## src/rtl/tmds_pkg.sv

```systemverilog
// rtl/tmds_pkg.sv - TMDS mode enum, fixed symbol tables and popcount helper
package tmds_pkg;

   typedef enum logic [2:0] {
      MODE_CTRL  = 3'd0,
      MODE_VIDEO = 3'd1,
      MODE_TERC4 = 3'd2,
      MODE_VGB   = 3'd3,
      MODE_DGB   = 3'd4
   } tmds_mode_t;

   localparam logic [9:0] CTRL_CODE [4] = '{
      10'b1101010100, 10'b0010101011, 10'b0101010100, 10'b1010101011
   };

   localparam logic [9:0] TERC4_CODE [16] = '{
      10'b1010011100, 10'b1001100011, 10'b1011100100, 10'b1011100010,
      10'b0101110001, 10'b0100011110, 10'b0110001110, 10'b0100111100,
      10'b1011001100, 10'b0100111001, 10'b0110011100, 10'b1011000110,
      10'b1010001110, 10'b1001110001, 10'b0101100011, 10'b1011000011
   };

   localparam logic [9:0] VGB_CODE [3] = '{
      10'b1011001100, 10'b0100110011, 10'b1011001100
   };

   // Lane 0 data guard band is TERC4-coded from ctrl, so its slot is never selected.
   localparam logic [9:0] DGB_CODE [3] = '{
      10'b0000000000, 10'b0100110011, 10'b0100110011
   };

   function automatic logic [3:0] popcount8(input logic [7:0] v);
      logic [3:0] n;
      n = 4'd0;
      for (int i = 0; i < 8; i++) n = n + {3'b000, v[i]};
      return n;
   endfunction

endpackage

```

## src/rtl/tmds_qm_stage.sv

```systemverilog
// rtl/tmds_qm_stage.sv - combinational 8-to-9-bit transition-minimising stage with q_m ones count
module tmds_qm_stage
   import tmds_pkg::*;
(
   input  logic [7:0] data,
   output logic [8:0] qm,
   output logic [3:0] n1
);

   always_comb begin : qm_calc
      logic [3:0] ones;
      logic       use_xnor;
      logic [8:0] q;
      ones     = popcount8(data);
      use_xnor = (ones > 4'd4) || ((ones == 4'd4) && !data[0]);
      q        = '0;
      q[0]     = data[0];
      for (int i = 1; i < 8; i++) begin
         q[i] = use_xnor ? ~(q[i-1] ^ data[i]) : (q[i-1] ^ data[i]);
      end
      q[8] = ~use_xnor;
      qm   = q;
      n1   = popcount8(q[7:0]);
   end

endmodule

```

## src/rtl/tmds_channel_encoder.sv

```systemverilog
// rtl/tmds_channel_encoder.sv - single-lane HDMI TMDS encoder, 2-stage pipeline
// Define TMDS_DISPARITY_MON_EN to add the disparity and disp_err monitor outputs.
module tmds_channel_encoder
   import tmds_pkg::*;
#(
   parameter int CHANNEL     = 0,
   parameter int COUNT_WIDTH = 5
) (
   input  logic                   clk,
   input  logic                   n_rst,
   input  logic                   ce,
   input  logic [2:0]             mode,
   input  logic [7:0]             pixel_data,
   input  logic [1:0]             ctrl,
   input  logic [3:0]             aux_data,
`ifdef TMDS_DISPARITY_MON_EN
   output logic [9:0]             encoded_data,
   output logic [COUNT_WIDTH-1:0] disparity,
   output logic                   disp_err
`else
   output logic [9:0]             encoded_data
`endif
);

   localparam logic [9:0] VGB_SYM = VGB_CODE[CHANNEL[1:0]];
   localparam logic [9:0] DGB_SYM = DGB_CODE[CHANNEL[1:0]];
   localparam logic signed [COUNT_WIDTH-1:0] TWO = COUNT_WIDTH'(2);

   tmds_mode_t mode_q;
   logic [1:0] ctrl_q;
   logic [3:0] aux_q;
   logic [8:0] qm_q;
   logic [3:0] n1_q;
   logic [8:0] qm;
   logic [3:0] n1;
   logic signed [COUNT_WIDTH-1:0] cnt;
   logic signed [COUNT_WIDTH-1:0] cnt_nx;
   logic signed [COUNT_WIDTH-1:0] bal;
   logic [9:0] sym_nx;

   tmds_qm_stage u_qm (
      .data (pixel_data),
      .qm   (qm),
      .n1   (n1)
   );

   always_ff @(posedge clk or negedge n_rst) begin
      if (!n_rst) begin
         mode_q <= MODE_CTRL;
         ctrl_q <= 2'b00;
         aux_q  <= 4'h0;
         qm_q   <= '0;
         n1_q   <= '0;
      end else if (ce) begin
         mode_q <= (mode > 3'd4) ? MODE_CTRL : tmds_mode_t'(mode);
         ctrl_q <= ctrl;
         aux_q  <= aux_data;
         qm_q   <= qm;
         n1_q   <= n1;
      end
   end

   // bal = N1 - N0 = 2*N1 - 8; cnt's sign bit gives negativity, cnt==0 is handled first.
   always_comb begin
      bal    = COUNT_WIDTH'({n1_q, 1'b0}) - COUNT_WIDTH'(8);
      sym_nx = CTRL_CODE[ctrl_q];
      cnt_nx = '0;
      case (mode_q)
         MODE_VIDEO: begin
            if ((cnt == '0) || (n1_q == 4'd4)) begin
               sym_nx = {~qm_q[8], qm_q[8], qm_q[8] ? qm_q[7:0] : ~qm_q[7:0]};
               cnt_nx = qm_q[8] ? (cnt + bal) : (cnt - bal);
            end else if ((!cnt[COUNT_WIDTH-1] && (n1_q > 4'd4)) ||
                         (cnt[COUNT_WIDTH-1] && (n1_q < 4'd4))) begin
               sym_nx = {1'b1, qm_q[8], ~qm_q[7:0]};
               cnt_nx = cnt + (qm_q[8] ? TWO : '0) - bal;
            end else begin
               sym_nx = {1'b0, qm_q[8], qm_q[7:0]};
               cnt_nx = cnt + bal - (qm_q[8] ? '0 : TWO);
            end
         end
         MODE_TERC4: sym_nx = TERC4_CODE[aux_q];
         MODE_VGB:   sym_nx = VGB_SYM;
         MODE_DGB:   sym_nx = (CHANNEL == 0) ? TERC4_CODE[{2'b11, ctrl_q}] : DGB_SYM;
         default:    sym_nx = CTRL_CODE[ctrl_q];
      endcase
   end

   always_ff @(posedge clk or negedge n_rst) begin
      if (!n_rst) begin
         encoded_data <= CTRL_CODE[0];
         cnt          <= '0;
      end else if (ce) begin
         encoded_data <= sym_nx;
         cnt          <= cnt_nx;
      end
   end

`ifdef TMDS_DISPARITY_MON_EN
   localparam logic signed [COUNT_WIDTH-1:0] ERR_LIM = COUNT_WIDTH'(10);

   assign disparity = cnt;

   always_ff @(posedge clk or negedge n_rst) begin
      if (!n_rst) begin
         disp_err <= 1'b0;
      end else if (ce && (mode_q == MODE_VIDEO) && ((cnt_nx > ERR_LIM) || (cnt_nx < -ERR_LIM))) begin
         disp_err <= 1'b1;
      end
   end
`endif

endmodule

```

## config.mk

```make
export PLATFORM = sky130hd
export DESIGN_NAME = tmds_channel_encoder
export DESIGN_NICKNAME = d
export VERILOG_FILES = /design/src/rtl/tmds_pkg.sv /design/src/rtl/tmds_qm_stage.sv /design/src/rtl/tmds_channel_encoder.sv
export SDC_FILE = /design/constraint.sdc
export NUM_CORES = 1
export LEC_CHECK = 0
export CAP_MARGIN = 0
export CORE_MARGIN = 1.5
export CORE_UTILIZATION = 39
export CTS_CLUSTER_SIZE = 20
export DETAILED_ROUTE_END_ITERATION = 7
export GPL_TIMING_DRIVEN = 0
export PLACE_DENSITY = 0.58
export SLEW_MARGIN = 20
export SYNTH_ARGS = -nofsm -noshare
export SYNTH_HDL_FRONTEND = slang
export SYNTH_HIERARCHICAL = 1
export SYNTH_SLANG_ARGS = --single-unit
export TNS_END_PERCENT = 30
```

## constraint.sdc

```tcl
create_clock -name clk -period 3.1 [get_ports clk]
set_clock_uncertainty 0.1 [all_clocks]
set_input_delay 0.93 -clock clk [delete_from_list [all_inputs] [get_ports clk]]
set_output_delay 0.93 -clock clk [all_outputs]
set_load 0.1 [all_outputs]
```

==> datasheet_impl.txt <==
Characteristics after synthesis and place and route

Parameter                              Value

Status
  Violations in the final reports .................. negative setup slack
  Result of the run .................. finished, violations left

Synth
  FFs w/ async S/R, synth .................. 1.00
  Chip Area, Yosys .................. 0.00331 mm^2
  Syn Nets .................. 420
  Yosys warning count .................. 6
  XOR/XNOR Area Share .................. 0.0953
  Cell variety after synth .................. 53
  Count of library flops with an enable pin .................. 0
  Fa+ha+maj area frac .................. 0.201
  Prevailing post-synth register cell .................. sky130_fd_sc_hd__dfrtp_1
  Number of cell instances after yosys synthesis .................. 354
  Synth Area per Inst .................. 9.34 um^2
  Area fraction in mux cells .................. 0.0503
  Flops & latches, synth .................. 36
  Largest family of logic cells by area .................. AND-OR/OR-AND gates
  Post-synthesis share of cell area spent on and-or and or-and gates .................. 0.202
  Syn Inst Count .................. 354
  Sequential fraction of the synthesis area .................. 0.274
  Basic-gate share of the synthesized area counting and, or, nand and nor cells .................. 0.110
  Cell area after technology mapping .................. 0.00331 mm^2

Clock network
  Number of buffers created by CTS .................. 5
  CTS sink count .................. 36
  Maximum root-to-sink buffer count .................. 2
  Clock-pin slew on the worst setup and hold paths .................. 0.08 ns
  Post-CTS setup-driven buffer insertion count .................. 4
  Clock latency on the worst-skew pair .................. 0.29 ns
  H-tree depth reported by CTS .................. 2
  Number of buffers inserted for hold repair after clock tree synthesis .................. 0
  Number of cells upsized or downsized after cts .................. 34
  Buffer type at the clock tree root .................. sky130_fd_sc_hd__clkbuf_8
  CTS tree .................. built

Setup path
  Critical Path Most Common Cell .................. sky130_fd_sc_hd__fa_2
  Cells along the critical path .................. buf_12, fa_1, fa_1, fa_2, fa_2, nor3b_2, o22a_2, xnor2_2, ha_1, fa_1, fa_2, ha_4, inv_2, fa_2, inv_2, nand2_1, o21ai_1
  Setup Crit Path Kind .................. in2reg
  Number of buffers and inverters on the critical path .................. 3
  Slowest cell on crit path .................. sky130_fd_sc_hd__fa_2
  Capturing element type of the critical path .................. flip-flop
  CP top delay family .................. adder cells
  Largest driver fanout on the critical path .................. 3
  Largest stage delay on the critical path .................. 0.56 ns
  Critical path startpoint category .................. primary input
  Crit path arrival time .................. 5.53 ns
  Endpoint required time on the critical path .................. 3.17 ns

Global route
  Total grt overflow .................. 0
  Via count of the first global-routing pass .................. 2585
  Pin count of the biggest net entering global routing .................. 27
  GRT Total Usage .................. 0.183
  Global-route wire length before repair .................. 13000 um
  Initial antenna violation count .................. 0

Die
  Die Wd .................. 95.1 um
  Top Ports .................. 30
  Die boundary height .................. 95.1 um
  Die ar. .................. 0.00904 mm^2
  Total core area .................. 0.00822 mm^2
  Floorplan utilization .................. 0.402

Power and ir drop
  Total power density per cell area .................. 995 mW/mm^2
  Leak Pwr .................. 0.00172 uW
  Switching Share .................. 0.465
  IR drop worst, VDD .................. 0.000509 V
  Part of the total power dissipated in sequential elements .................. 0.185
  Part of the total power dissipated in combinational logic .................. 0.710
  Clock network fraction of design power .................. 0.105
  Cell internal pwr .................. 2120 uW
  Sw power .................. 1840 uW

Final layout
  Most instantiated logic cells after routing .................. 32 x sky130_fd_sc_hd__inv_1, 32 x sky130_fd_sc_hd__ha_1, 31 x sky130_fd_sc_hd__dfrtp_1, 27 x sky130_fd_sc_hd__nand2_1, 24 x sky130_fd_sc_hd__o21ai_0
  Fraction of final layout cells sized beyond drive strength 1 .................. 0.151
  N_diodes .................. 0
  Number of nets in the finished design .................. 463
  Relative area change from synthesis to final layout .................. 20.5%
  Post-route standard cell area excluding fillers .................. 0.00399 mm^2

STA
  Fin crit period .................. 5.46 ns
  Unrepaired setup endpoints after global routing .................. yes
  Final Max Tran Viols .................. 0
  Maximum clock rate .................. 0.183 GHz
  Setup violation total in the final timing report .................. 9
  Remaining max-slew budget at the tightest pin .................. 0.341
  Part of the cycle the worst path needs .................. 1.76
  Transition time of the tightest slew-check pin .................. 0.985 ns
  Hold slack .................. 0.360 ns
  Final hold viol count .................. 0
  Post-route worst setup slack .................. -2.36 ns

Detailed routing
  Wire length reported by the detailed router .................. 7670 um
  Total number of vias .................. 2631
  Detailed-router iteration count before antenna repair .................. 4
  Post-detailed-route wirelength per cell .................. 15.3 um
  Count of routing violations after the opening detailed-route iteration .................. 107
  DRC errors left .................. 0
  Count of antenna-violating nets left after detailed routing .................. 0
  Detail-routed via count per cell .................. 5.23

Min path
  Classification of the worst-slack hold path .................. reg2reg

Run
  Max cap viols .................. 0
  Warning total across the stage logs .................. 44

Placed design
  Placed instance area .................. 0.00376 mm^2
  HPWL Detailed .................. 6020 um
  Routability congestion estimate from global placement .................. 0.894
  Port Buf Inserts .................. 29
  Dpl ws .................. -3.28 ns
==> sequential cells by signal, indices dropped and copies added, names as in the netlist <==
name and flops:
cnt 4, aux_q 4, qm_q 9, ctrl_q 2, encoded_data 10, mode_q 3, n1_q 4
==> area by class of cell <==
type,instances,area [um^2]
fillers,792,4230
multi-input cells,263,2260
flip-flops and latches,36,907
repair buffers,37,363
well taps,105,131
inverters,34,128
plain buffers,20,87.6
clock buffers,5,68.8
clock inverters,3,42.5
==> cell families (layout without fill, tap and decap cells) <==
logic type / count (synthesis) / in the layout
AND-OR/OR-AND: 100 / 100
XOR/XNOR: 29 / 29
adder cells (fa/ha/maj): 46 / 46
buffers and inverters: 55 / 99
flip-flops: 36 / 36
multiplexers: 14 / 14
AND/OR/NAND/NOR: 74 / 74
==> synth_stat cells, drive strengths merged, types with 4 or more instances <==
cell type	instances	area share
a211oi	6	0.014
a21o	6	0.014
a21oi	22	0.033
clkbuf	18	0.020
dfrtp	31	0.23
dfstp	5	0.040
fa	12	0.073
ha	34	0.13
inv	34	0.039
mux2	11	0.037
nand2	27	0.031
nand2b	9	0.017
nand3	5	0.0076
nand3b	4	0.0091
nor2	13	0.015
nor3b	5	0.011
o21ai	28	0.042
o221ai	7	0.019
o22ai	4	0.0076
xnor2	19	0.056
xor2	7	0.019
==> metal layers <==
| layer | up-vias | part of all wire | track usage |
|---|---|---|---|
| met5 | - | 0 | 0 |
| li1 | 1313 | - | - |
| met1 | 1265 | 0.48 | 0.253 |
| met2 | 44 | 0.49 | 0.306 |
| met3 | 9 | 0.025 | 0.0239 |
| met4 | 0 | 0.012 | 0.0373 |
==> per-stage QoR <==
step	setup TNS, ns	power, uW	std cells	util
3_3_place_gp	-19.31	3300	488	0.456
3_5_place_dp	-19.75	3350	489	0.458
5_1_grt	-12.63	4330	503	0.485
4_1_cts	-12.79	3910	501	0.481
2_1_floorplan	-12.39	2810	354	-
6_report	-11.83	3960	503	0.485
==> power groups by stage <==
stage / combinational [uW] / clock [uW] / sequential (uW)
2_1_floorplan: 1820 / 0 / 985
3_3_place_gp: 2560 / 0 / 740
3_5_place_dp: 2610 / 0 / 743
4_1_cts: 2750 / 429 / 736
5_1_grt: 3130 / 449 / 757
6_report: 2810 / 416 / 735
==> worst reg2reg max path: cells and delay by family, from the launching register on <==
kind | cells | cell delay (ns)
buf+inv | 3 | 0.44
simple gates | 1 | 0.09
compound gates | 4 | 0.85
fa+ha+maj | 2 | 0.72
mux | 1 | 0.23
flops | 1 | 0.33
==> worst paths after layout <==
| check | start | endpoint | slack, ns | cells after the start |
|---|---|---|---|---|
| max | pixel_data[2] | n1_q[1]$_DFFE_PN0P_ | -2.36 | 17 |
| min | encoded_data[9]$_DFFE_PN1P_ | encoded_data[9]$_DFFE_PN1P_ | 0.36 | 2 |
| min in group asynchronous | n_rst | cnt[2]$_DFFE_PN0P_ | 0.41 | 1 |
| min reg2reg | encoded_data[9]$_DFFE_PN1P_ | encoded_data[9]$_DFFE_PN1P_ | 0.36 | 2 |
| max in group asynchronous | n_rst | encoded_data[6]$_DFFE_PN1P_ | 1.99 | 2 |
| max reg2reg | qm_q[8]$_DFFE_PN0P_ | cnt[4]$_DFFE_PN0P_ | 0.19 | 11 |
Cell placement:
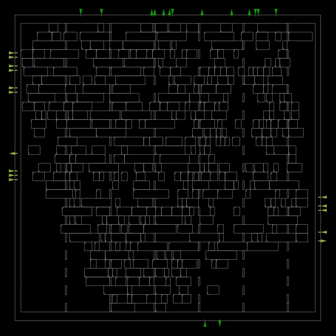
number of placement rows: 33
final cell count without fillers: 503
core utilization of the finished layout: 0.485

Placement density heat map:
10 x 10 tiles, from black (low) to pale yellow (high), 0 to 100% covered.
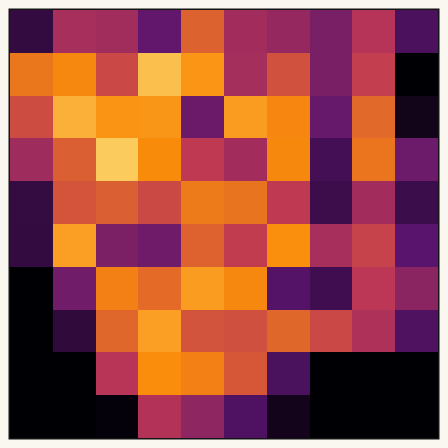
nearly empty tiles: 14%
mean over tiles: 43%
fullest tile: 89%

Power is estimated from default activity; no workload was simulated.
